$ cat src/rtl/iir_decim_out.sv
// Decimating output stage for the biquad: block-average DEC samples, saturate to OW bits, 2-entry FIFO.
// Optional macro IIR_DECIM_ROUND_EN selects round-half-up instead of floor truncation.
module iir_decim_out #(
  parameter int W       = 32,
  parameter int OW      = 16,
  parameter int LOG2DEC = 2
) (
  input  logic                 clk,
  input  logic                 rst,
  input  logic                 en,
  input  logic signed [W-1:0]  in,
  output logic signed [OW-1:0] out_data,
  output logic                 out_valid,
  input  logic                 out_ready,
  output logic                 sat,
  output logic                 drop,
  input  logic                 clr_flags
);

  localparam int AW = W + LOG2DEC;
  localparam int SW = AW + 1;

  localparam logic signed [SW-1:0] MAXV = {{(SW-OW+1){1'b0}}, {(OW-1){1'b1}}};
  localparam logic signed [SW-1:0] MINV = {{(SW-OW+1){1'b1}}, {(OW-1){1'b0}}};
  localparam logic signed [OW-1:0] OMAX = {1'b0, {(OW-1){1'b1}}};
  localparam logic signed [OW-1:0] OMIN = {1'b1, {(OW-1){1'b0}}};

  logic signed [AW-1:0]      r_acc;
  logic [LOG2DEC-1:0]        r_cnt;
  logic signed [OW-1:0]      r_mem [2];
  logic                      r_wr;
  logic                      r_rd;
  logic [1:0]                r_count;
  logic                      r_sat;
  logic                      r_drop;

  logic signed [SW-1:0]      w_sum;
  logic signed [SW-1:0]      w_avg;
  logic                      w_last;
  logic                      w_push;
  logic                      w_clip_hi;
  logic                      w_clip_lo;
  logic signed [OW-1:0]      w_clipped;
  logic                      w_pop;
  logic                      w_full;
  logic                      w_accept;

  // One extra bit beyond the accumulator keeps the rounding bias from overflowing.
  assign w_sum = SW'(r_acc) + SW'(in);

`ifdef IIR_DECIM_ROUND_EN
  logic signed [SW-1:0] w_biased;
  assign w_biased = w_sum + SW'(2 ** (LOG2DEC - 1));
  assign w_avg    = w_biased >>> LOG2DEC;
`else
  assign w_avg    = w_sum >>> LOG2DEC;
`endif

  assign w_last    = &r_cnt;
  assign w_push    = en & w_last;
  assign w_clip_hi = (w_avg > MAXV);
  assign w_clip_lo = (w_avg < MINV);

  always_comb begin
    w_clipped = w_avg[OW-1:0];
    if (w_clip_hi)      w_clipped = OMAX;
    else if (w_clip_lo) w_clipped = OMIN;
  end

  assign out_valid = (r_count != 2'd0);
  assign w_pop     = out_valid & out_ready;
  assign w_full    = (r_count == 2'd2);
  assign w_accept  = w_push & (~w_full | w_pop);

  always_ff @(posedge clk) begin
    if (rst) begin
      r_acc   <= '0;
      r_cnt   <= '0;
      r_wr    <= 1'b0;
      r_rd    <= 1'b0;
      r_count <= 2'd0;
      r_sat   <= 1'b0;
      r_drop  <= 1'b0;
    end else begin
      if (en) begin
        if (w_last) r_acc <= '0;
        else        r_acc <= w_sum[AW-1:0];
        r_cnt <= r_cnt + 1'b1;
      end

      if (w_accept) begin
        r_mem[r_wr] <= w_clipped;
        r_wr        <= ~r_wr;
      end
      if (w_pop) r_rd <= ~r_rd;

      case ({w_accept, w_pop})
        2'b10:   r_count <= r_count + 2'd1;
        2'b01:   r_count <= r_count - 2'd1;
        default: r_count <= r_count;
      endcase

      // A new set condition overrides a simultaneous clear.
      r_sat  <= (r_sat  & ~clr_flags) | (w_push & (w_clip_hi | w_clip_lo));
      r_drop <= (r_drop & ~clr_flags) | (w_push & w_full & ~w_pop);
    end
  end

  assign out_data = out_valid ? r_mem[r_rd] : '0;
  assign sat      = r_sat;
  assign drop     = r_drop;

endmodule

$ cat config.mk
export PLATFORM = sky130hd
export DESIGN_NAME = iir_decim_out
export DESIGN_NICKNAME = d
export VERILOG_FILES = /design/src/rtl/iir_decim_out.sv
export SDC_FILE = /design/constraint.sdc
export NUM_CORES = 1
export LEC_CHECK = 0
export CAP_MARGIN = 40
export CORE_ASPECT_RATIO = 0.7
export CORE_UTILIZATION = 27
export CTS_BUF_LIST = sky130_fd_sc_hd__clkbuf_8
export DETAILED_ROUTE_END_ITERATION = 8
export SLEW_MARGIN = 20
export SYNTH_ARGS = -nofsm -noshare
export SYNTH_HDL_FRONTEND = slang
export SYNTH_SLANG_ARGS = --single-unit
$ cat constraint.sdc
create_clock -name clk -period 3.85 [get_ports clk]
set_input_delay 0.77 -clock clk [delete_from_list [all_inputs] [get_ports clk]]
set_output_delay 0.77 -clock clk [all_outputs]
set_load 0.05 [all_outputs]
### Metal 3

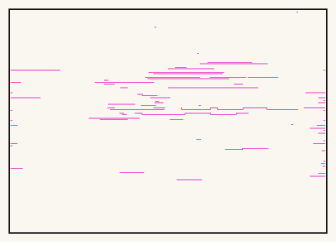
The layer holds 4.9% of the routed length. The longest straight run is 48.3 um. The layer carries 836 um of wire. The wires run mostly horizontal. 63 nets have wire on it.

==> Slide: Implementation Results <==
Physical Implementation Snapshot

Drt
  – DR WL/cell: 16.13 um
  – DRT Wirelength: 17070 um
  – Routed Antenna Nets: 0
  – First-pass DRT Iterations: 4
  – Avg Vias per Cell: 4.987
  – DR vias: 5276

Timing
  – Fmax: 0.2672 GHz
  – Endpoints failing setup: 0
  – Tcrit/Tclk final: 97.21%
  – Clock skew: 0.01249 ns
  – Post-route setup TNS: 0 ns
  – Final worst slack: 0.1074 ns
  – RSZ-0062 raised after global routing: yes
  – Worst-Margin Slew: 0.7044 ns

Worst setup path
  – Crit Reg-Reg Startpoint: r_acc[0]$_SDFFE_PP0P_
  – CP Launch Type: primary input
  – Crit path largest cell delay: 0.43 ns
  – Reg2Reg Depth: 16
  – CP Capture Point: r_mem[1][9]$_DFFE_PP_
  – CP arrival: 3.87 ns
  – Reg2reg end: r_mem[1][9]$_DFFE_PP_

GRT
  – First-pass GRT wire length: 27280 um
  – Tot GR Track Use: 17.40%

Placed design
  – Final HPWL DP: 12650 um
  – Place WS: -0.7028 ns

Yosys
  – Mapped Area: 0.005350 mm^2
  – Chip Area, Yosys: 0.005350 mm^2
  – Commonest flop: dfxtp_1
  – Largest cells by area: edfxtp_1 18%, dfxtp_1 16%, ha_1 8.2%
  – Asr flop ratio synth: 0%
  – # Cells Yosys: 614
  – Syn Area/Cell: 8.714 um^2
  – Synthesis warning total: 0
  – Synth Net Count: 687
  – Yosys top cell area share: 17.96%
  – Cell Type Count: 71

Final layout
  – Fraction of layout cells with a size suffix above 1: 33.42%
  – Final core occ: 41.44%

Power
  – Combinational power share: 50.4%
  – Clock network fraction of total power: 18.3%
  – Sw frac: 37.63%
  – VDD IR max: 0.1695 mV

Clock network
  – Post-CTS Setup Inserts: 10
  – CTS buffer count: 9
  – Maximum clock path buffer count: 2
  – CTS clk-pin slew, worst paths: 0.08 ns
  – CTS tree: done
  – H-tree Lvls: 3

Floorplanning
  – Die Height: 119.8 um
  – Row count: 42
  – Die span in x: 170.3 um

Outcome
  – Status: complete, no violations

Worst hold path
  – Min-delay worst type: flop to flop
### Routed clock nets over the placement

Scale bar: 50 um.
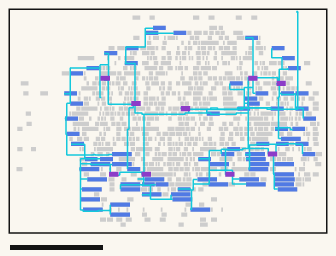
clock drivers: drawn in purple, count 9. clock wires: drawn in cyan, length 1190 um. flip-flops: drawn in blue, count 75.
There are 10 routed clock nets.

[routing by layer]
metal	up-vias	share of wire [%]	wire (um)	GRT usage [%]
met5	-	0	0	0
met2	110	41	6957	24.62
met3	13	4.9	835	3.430
li1	2638	-	-	-
met1	2515	53	9071	26.20
met4	0	1.2	204	5.124
[final cells by class]
cell class	instances	share of cell area, %
multi-input cells	485	48.78
flip-flops and latches	75	22.98
repair buffers	199	21.05
well taps	264	4.167
clock buffers	9	1.563
inverters	18	0.8523
clock inverters	7	0.5682
diodes	1	0.03157
[how the worst min path moves through the flow]
| stage | startpoint | end | slack [ns] | depth (start not counted) |
|---|---|---|---|---|
| after floorplan | r_acc[18]$_SDFFE_PP0P_ | r_acc[18]$_SDFFE_PP0P_ | 0.44 | 2 |
| after global placement | r_acc[18]$_SDFFE_PP0P_ | r_acc[18]$_SDFFE_PP0P_ | 0.46 | 2 |
| after detailed placement | drop$_SDFF_PP0_ | drop$_SDFF_PP0_ | 0.46 | 2 |
| after CTS | drop$_SDFF_PP0_ | drop$_SDFF_PP0_ | 0.48 | 2 |
| after global routing | drop$_SDFF_PP0_ | drop$_SDFF_PP0_ | 0.49 | 2 |
| final | drop$_SDFF_PP0_ | drop$_SDFF_PP0_ | 0.47 | 2 |
[per-stage QoR]
stage	total power, mW	hold slack, ns
2_1_floorplan	1.700	0.4447
3_3_place_gp	2.247	0.4572
3_5_place_dp	2.253	0.4643
4_1_cts	2.981	0.4779
5_1_grt	3.227	0.4897
6_report	3.041	0.4734
[cells in the mapped netlist (12+ instances only)]
cell and n:
a21o_1 14, a21oi_1 52, a22oi_1 13, clkbuf_1 21, dfxtp_1 43, edfxtp_1 32
ha_1 35, inv_1 17, mux2i_1 17, nand2_1 45, nand4_1 15, nor2_1 80
nor2b_1 13, nor3_1 12, o21ai_0 23, o2bb2ai_1 12, xnor2_1 13, xor2_1 12
[cells by family (layout without fill, tap and decap cells)]
family / Yosys count / in the layout / share of synthesized area (%)
AND-OR/OR-AND: 196 / 196 / 26.57
multiplexers: 18 / 18 / 3.391
flip-flops: 75 / 75 / 34.05
XOR/XNOR: 25 / 25 / 4.093
AND/OR/NAND/NOR: 210 / 210 / 18.87
adder cells (fa/ha/maj): 36 / 36 / 8.559
buffers and inverters: 54 / 233 / 4.467
other: 0 / 1 / 0
[critical path, delay by kind of cell]
| kind | cells | cell delay [ns] |
|---|---|---|
| simple gates | 5 | 1.29 |
| compound gates | 5 | 0.82 |
| buf+inv | 3 | 0.70 |
| fa+ha+maj | 1 | 0.28 |
[power by group through the flow]
stage | Combinational [mW] | Sequential, mW | Clock (mW)
2_1_floorplan | 0.754 | 0.947 | 0
3_3_place_gp | 1.29 | 0.954 | 0
3_5_place_dp | 1.30 | 0.955 | 0
4_1_cts | 1.46 | 0.949 | 0.576
5_1_grt | 1.66 | 0.959 | 0.606
6_report | 1.53 | 0.953 | 0.555
[registers in the layout, indices dropped and copies added (netlist names), named ones only]
name / cells
r_acc: 34
r_mem: 32
r_cnt: 2
r_count: 2
drop: 1
r_rd: 1
r_wr: 1
sat: 1
Power and IR drop assume default switching activity.
